Fig. 1: congestion heat map
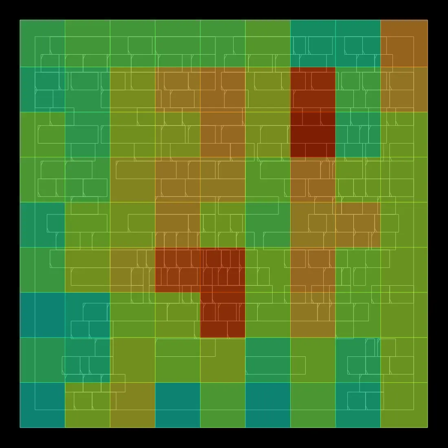
Fig. 2: clock wires, drivers and flops
Bar = 20 um.
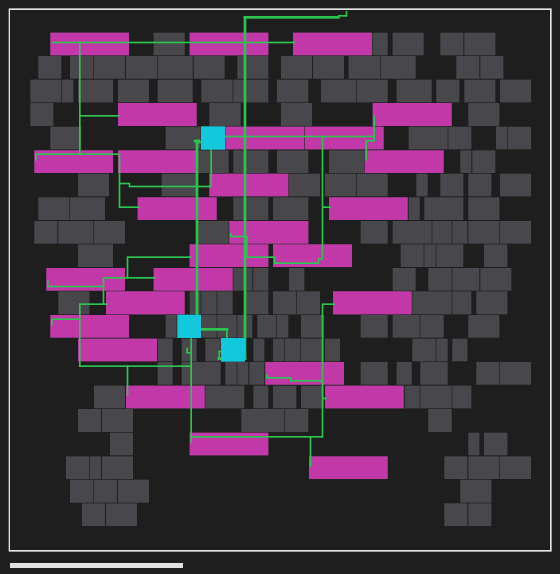
Fig. 3: metal 3
Bar = 20 um. Cells faint in the background.
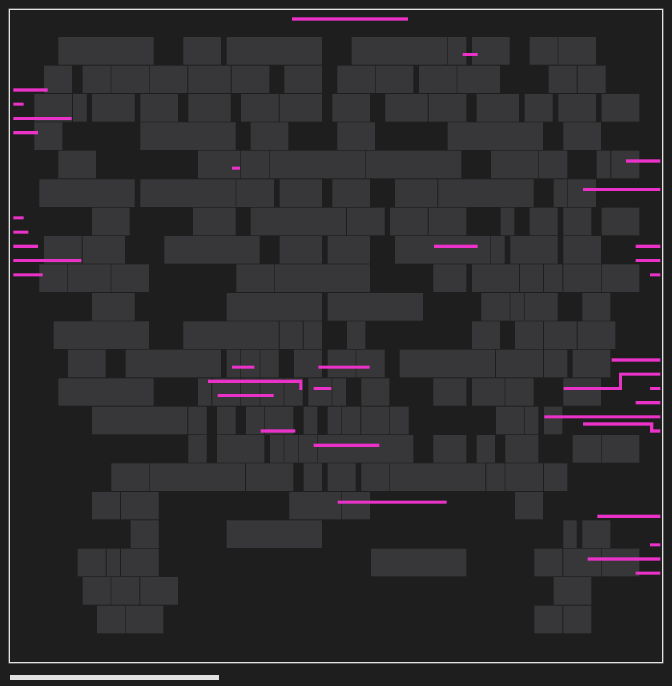
Fig. 4: signal wires by layer
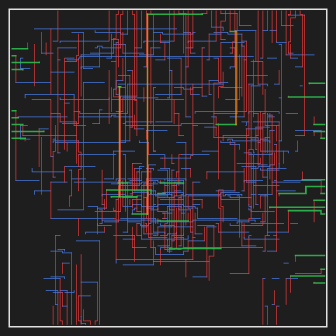
Fig. 5: metal 2
Cells faint in the background.
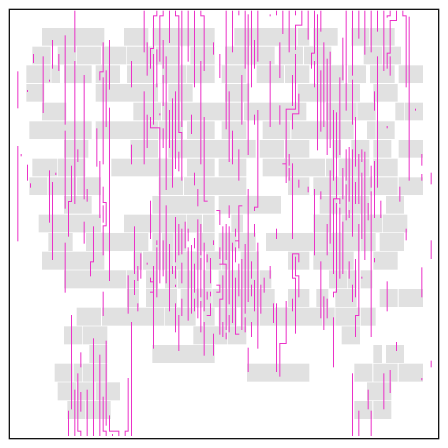
`src/rtl/instruction_fetch_unit.sv`:
```
// ============================================================================
// Module   : instruction_fetch_unit
// Brief    : Reads two bytes at PC (little-endian) into a 16-bit IR and
//            post-increments PC through the address register file.
// Revision : 1.0 - initial release
// ============================================================================
`default_nettype none

module instruction_fetch_unit #(
  parameter int ADDR_WIDTH = 16,
  parameter int WAIT_LIMIT = 15
) (
  input  logic                  i_clk,
  input  logic                  i_rst_n,
  input  logic                  i_start,
  input  logic                  i_flush,
  input  logic [ADDR_WIDTH-1:0] i_pc_in,
  input  logic                  i_mem_ready,
  input  logic [7:0]            i_mem_data,
  output logic [ADDR_WIDTH-1:0] o_mem_addr,
  output logic                  o_mem_read,
  output logic [1:0]            o_arf_outd_sel,
  output logic [2:0]            o_arf_reg_sel,
  output logic [1:0]            o_arf_fun_sel,
  output logic [15:0]           o_ir,
  output logic                  o_instr_valid,
  output logic                  o_busy,
  output logic                  o_fault
);

  typedef enum logic [1:0] {
    IDLE     = 2'd0,
    FETCH_LO = 2'd1,
    FETCH_HI = 2'd2,
    DONE     = 2'd3
  } state_t;

  // Counter value on the last permitted waiting cycle; one more miss times out.
  localparam logic [7:0] c_wait_last = 8'(WAIT_LIMIT - 1);

  state_t      r_state;
  state_t      w_next_state;
  logic [15:0] r_ir;
  logic [7:0]  r_wait_cnt;
  logic        r_fault;

  logic        w_inc;
  logic        w_lo_en;
  logic        w_hi_en;
  logic        w_wait_clr;
  logic        w_wait_inc;
  logic        w_fault_set;
  logic        w_fault_clr;

  always_ff @(posedge i_clk or negedge i_rst_n) begin
    if (!i_rst_n) begin
      r_state    <= IDLE;
      r_ir       <= 16'h0000;
      r_wait_cnt <= 8'd0;
      r_fault    <= 1'b0;
    end else begin
      r_state <= w_next_state;
      if (w_lo_en) r_ir[7:0]  <= i_mem_data;
      if (w_hi_en) r_ir[15:8] <= i_mem_data;
      if (w_wait_clr)      r_wait_cnt <= 8'd0;
      else if (w_wait_inc) r_wait_cnt <= r_wait_cnt + 8'd1;
      if (w_fault_clr)      r_fault <= 1'b0;
      else if (w_fault_set) r_fault <= 1'b1;
    end
  end

  always_comb begin
    w_next_state = r_state;
    w_inc        = 1'b0;
    w_lo_en      = 1'b0;
    w_hi_en      = 1'b0;
    w_wait_clr   = 1'b0;
    w_wait_inc   = 1'b0;
    w_fault_set  = 1'b0;
    w_fault_clr  = 1'b0;

    // Flush overrides every state and suppresses byte capture and increment.
    if (i_flush) begin
      w_next_state = IDLE;
    end else begin
      case (r_state)
        IDLE: begin
          if (i_start) begin
            w_next_state = FETCH_LO;
            w_wait_clr   = 1'b1;
            w_fault_clr  = 1'b1;
          end
        end
        FETCH_LO, FETCH_HI: begin
          if (i_mem_ready) begin
            w_inc        = 1'b1;
            w_lo_en      = (r_state == FETCH_LO);
            w_hi_en      = (r_state == FETCH_HI);
            w_wait_clr   = 1'b1;
            w_next_state = (r_state == FETCH_LO) ? FETCH_HI : DONE;
          end else begin
            w_wait_inc = 1'b1;
            if (r_wait_cnt == c_wait_last) begin
              w_fault_set  = 1'b1;
              w_next_state = IDLE;
            end
          end
        end
        DONE: begin
          if (i_start) begin
            w_next_state = FETCH_LO;
            w_wait_clr   = 1'b1;
            w_fault_clr  = 1'b1;
          end else begin
            w_next_state = IDLE;
          end
        end
        default: w_next_state = IDLE;
      endcase
    end
  end

  assign o_busy         = (r_state == FETCH_LO) || (r_state == FETCH_HI);
  assign o_mem_read     = o_busy;
  assign o_mem_addr     = i_pc_in;
  assign o_arf_outd_sel = 2'b00;
  assign o_arf_reg_sel  = w_inc ? 3'b100 : 3'b000;
  assign o_arf_fun_sel  = w_inc ? 2'b01 : 2'b00;
  assign o_ir           = r_ir;
  assign o_instr_valid  = (r_state == DONE);
  assign o_fault        = r_fault;

endmodule

`default_nettype wire

```
`config.mk`:
```
export PLATFORM = sky130hd
export DESIGN_NAME = instruction_fetch_unit
export DESIGN_NICKNAME = d
export VERILOG_FILES = /design/src/rtl/instruction_fetch_unit.sv
export SDC_FILE = /design/constraint.sdc
export NUM_CORES = 1
export LEC_CHECK = 0
export CORE_MARGIN = 2
export CORE_UTILIZATION = 43
export DETAILED_ROUTE_END_ITERATION = 8
export GPL_TIMING_DRIVEN = 0
export PLACE_DENSITY = 0.85
export SLEW_MARGIN = 20
export SYNTH_ARGS = -nofsm -noshare
export SYNTH_HDL_FRONTEND = slang
export SYNTH_SLANG_ARGS = --single-unit
```
`constraint.sdc`:
```
create_clock -name i_clk -period 3.4 [get_ports i_clk]
set_input_delay 0.34 -clock i_clk [delete_from_list [all_inputs] [get_ports i_clk]]
set_output_delay 0.34 -clock i_clk [all_outputs]
set_load 0.05 [all_outputs]
```
==> run_results.csv <==
group,metric,value,unit
timing,report.final.slew_viol_count,0,
global_route,first_global_vias,1107,
critical_path,slowest_delay,780,ps
global_route,grt_pass1_wl,5.30,mm
flow_run,timing.max_cap.violations,0,
finish,final_net_count,224,
global_route,antenna_found_initial,0,
critical_path,critical_path.n_buffers_inverters,3,
synth,fa_ha_area_share,5.12,%
clock_network,ctsLongestPathBuffers,2,
die,floorplan.core_util,44.3,%
power_and_ir_drop,power.density_cell_area,704,nW/um^2
detailed_routing,drt_drc_violations_left,0,
critical_path,worst_ep_arrival_time,2440,ps
power_and_ir_drop,powerClk,141,uW
finish,layout.area.comb,602,um^2
synth,yosysTopAreaCell,"dfrtp_1",
finish,drive_above_1_share,25.5,%
synth,simple_gate_share,11.9,%
synth,ys_cells,131,
place,placement.io_buffers,49,
critical_path,critical_path.cell_chain,"inv_1, ha_1, and3b_1, buf_4, clkdlybuf4s50_1",
power_and_ir_drop,combinational_power_share,57.8,%
detailed_routing,drt-met1-wl,1.24,mm
place,place_hpwl,2.59,mm
power_and_ir_drop,irDropWorstVdd,335,uV
synth,yosys-top-cells-count,"dfrtp_1 (27), buf_4 (24), mux2_2 (16)",
die,total_number_of_placement_rows,21,
finish,bufAreaShareNonClock,32.9,%
detailed_routing,wl_met2,1.78,mm
clock_network,cts.root.buffer_cell,"clkbuf_4",
finish,n_all_inverters,4,
synth,synth-area-yosys,1470,um^2
synth,netlist-cell-type-count,29,
timing,hold_ws,-13.5,ps
synth,mappedNetlistArea,1470,um^2
timing,report.final.setup_viol,0,
detailed_routing,topRoutingLayerUsed,"met4",
finish,clockBufferCount,3,
critical_path,reg2reg_to,"r_wait_cnt[5]",
die,die_h,62.4,um
synth,ys_seq_share,46.1,%
critical_path,r2r_cells,6,
global_route,gr-total-overflow,0,
die,die_area,3890,um^2
clock_network,cts.reportedPaths.clkPinSlew,140,ps
outcome,outcome,"finished with violations",
place,place.gp.congestion,0.924,
timing,max_clock_freq,359,MHz
power_and_ir_drop,comb_cell_power,834,uW
synth,syn-instance-count,131,
timing,timing.final.hold_violations,22,
timing,finalWorstPathRequiredPeriod,2780,ps
timing,slew-limit-headroom,60.6,%
die,well_tap_count,46,
flow_run,log.warning_count,30,
critical_path,crit_type,"reg2out",
clock_network,tritoncts_clock_tree,"built",
critical_path,setup.reg_to_reg.worst_slack,1440,ps
finish,num_antenna_cells,0,
global_route,grt_max_degree,28,
finish,area.share.combinational,29.3,%
critical_path,cp.required,3060,ps
place,placedInstanceArea,2020,um^2
critical_path,startpoint_type,"flop",
critical_path,critPathCapture,"o_arf_reg_sel[2]",
finish,ff_count,27,
critical_path,critPathTopFamily,"buffers and inverters",
detailed_routing,drt.antenna.violating_nets,0,
power_and_ir_drop,power_sequential,469,uW
timing,min_period_over_period,81.8,%
synth,ff_type,"dfrtp_1",
place,pre_cts_slack,991,ps
die,io-pin-count,72,
clock_network,ctsHtreeMaxLevel,1,
power_and_ir_drop,total_power,1440,uW
finish,cell_count_final_fillers_out,234,
finish,biggestCellCategory,"sequential cells",
detailed_routing,drt_pre_antenna_iters,4,
synth,netlist_logic_family_top,"buffers and inverters",
clock_network,post_cts_resize_count,0,
detailed_routing,detail_route.iter0.violations,44,
die,die_w,62.4,um
power_and_ir_drop,seq_power_share,32.5,%
synth,enable_flop_cells,0,
clock_network,cts_hold_buffers,0,
synth,most_instantiated_library_cell_after_synthesis,"dfrtp_1",
clock_network,clock_sinks,27,
finish,fillCellCount,275,
power_and_ir_drop,top_power_group,"combinational logic",
synth,synth.cellmix.xorXnorShare,0,%
detailed_routing,met3_length,147,um
timing,grt_setup_unrepaired,"no",
power_and_ir_drop,swShare,47.4,%
finish,nonClockBufferCount,75,
min_path,min-delay-path-class,"in2async",
critical_path,cpMaxStageDelayCell,"clkdlybuf4s50_1",
detailed_routing,route.detailed.vias_per_inst,4.96,
critical_path,critical_path_depth,5,
timing,timing_worst_slew_pin_value,592,ps
finish,final_cell_area,2050,um^2
power_and_ir_drop,cellLeakagePower,0.000919,uW
synth,aoi_share,10.5,%
finish,register_area,676,um^2
timing,timing.setup.tns,0,ps
synth,syn-mean-instance-area,11.2,um^2
critical_path,nature_of_the_critical_path_endpoint,"primary output",
outcome,violations,"negative hold slack",
clock_network,cts_setup_buffers,0,
finish,clockNetworkAreaShare,1.34,%
synth,yosys_warnings,0,
critical_path,reg2reg_from,"r_state[0]",
synth,postSynthRegisterBits,27,
power_and_ir_drop,internal_power,760,uW
About Fig. 1:
met2 demand-to-capacity share in global routing: 32.5%
final core utilization: 62.0%
grt met1 use: 19.0%
Tot GR Track Use: 17.2%
met3 track demand over resource: 2.52%

About Fig. 2:
[flip-flops] magenta | count: 27
[clock wires] green | length: 338 um
[clock-net drivers] cyan | count: 3
routed clock nets: 4
worst clock skew on the final layout: 2.23 ps
part of the power in the clock network: 9.7%

About Fig. 3:
share of all routed wire: 4.5%
nets with wire on the layer: 33
Via Count: 1,161
detailed-route wire length: 3.24 mm

About Fig. 4:
[M1] blue | wire length: 1,240 um
[M4] orange | wire length: 79.6 um
[M2] red | wire length: 1,780 um
[M3] green | wire length: 147 um
mean routed wirelength per cell: 13.9 um

About Fig. 5:
wire length on this layer: 1,780 um
nets with wire on the layer: 197
share of all routed wire: 55%

Power and IR drop assume default switching activity.
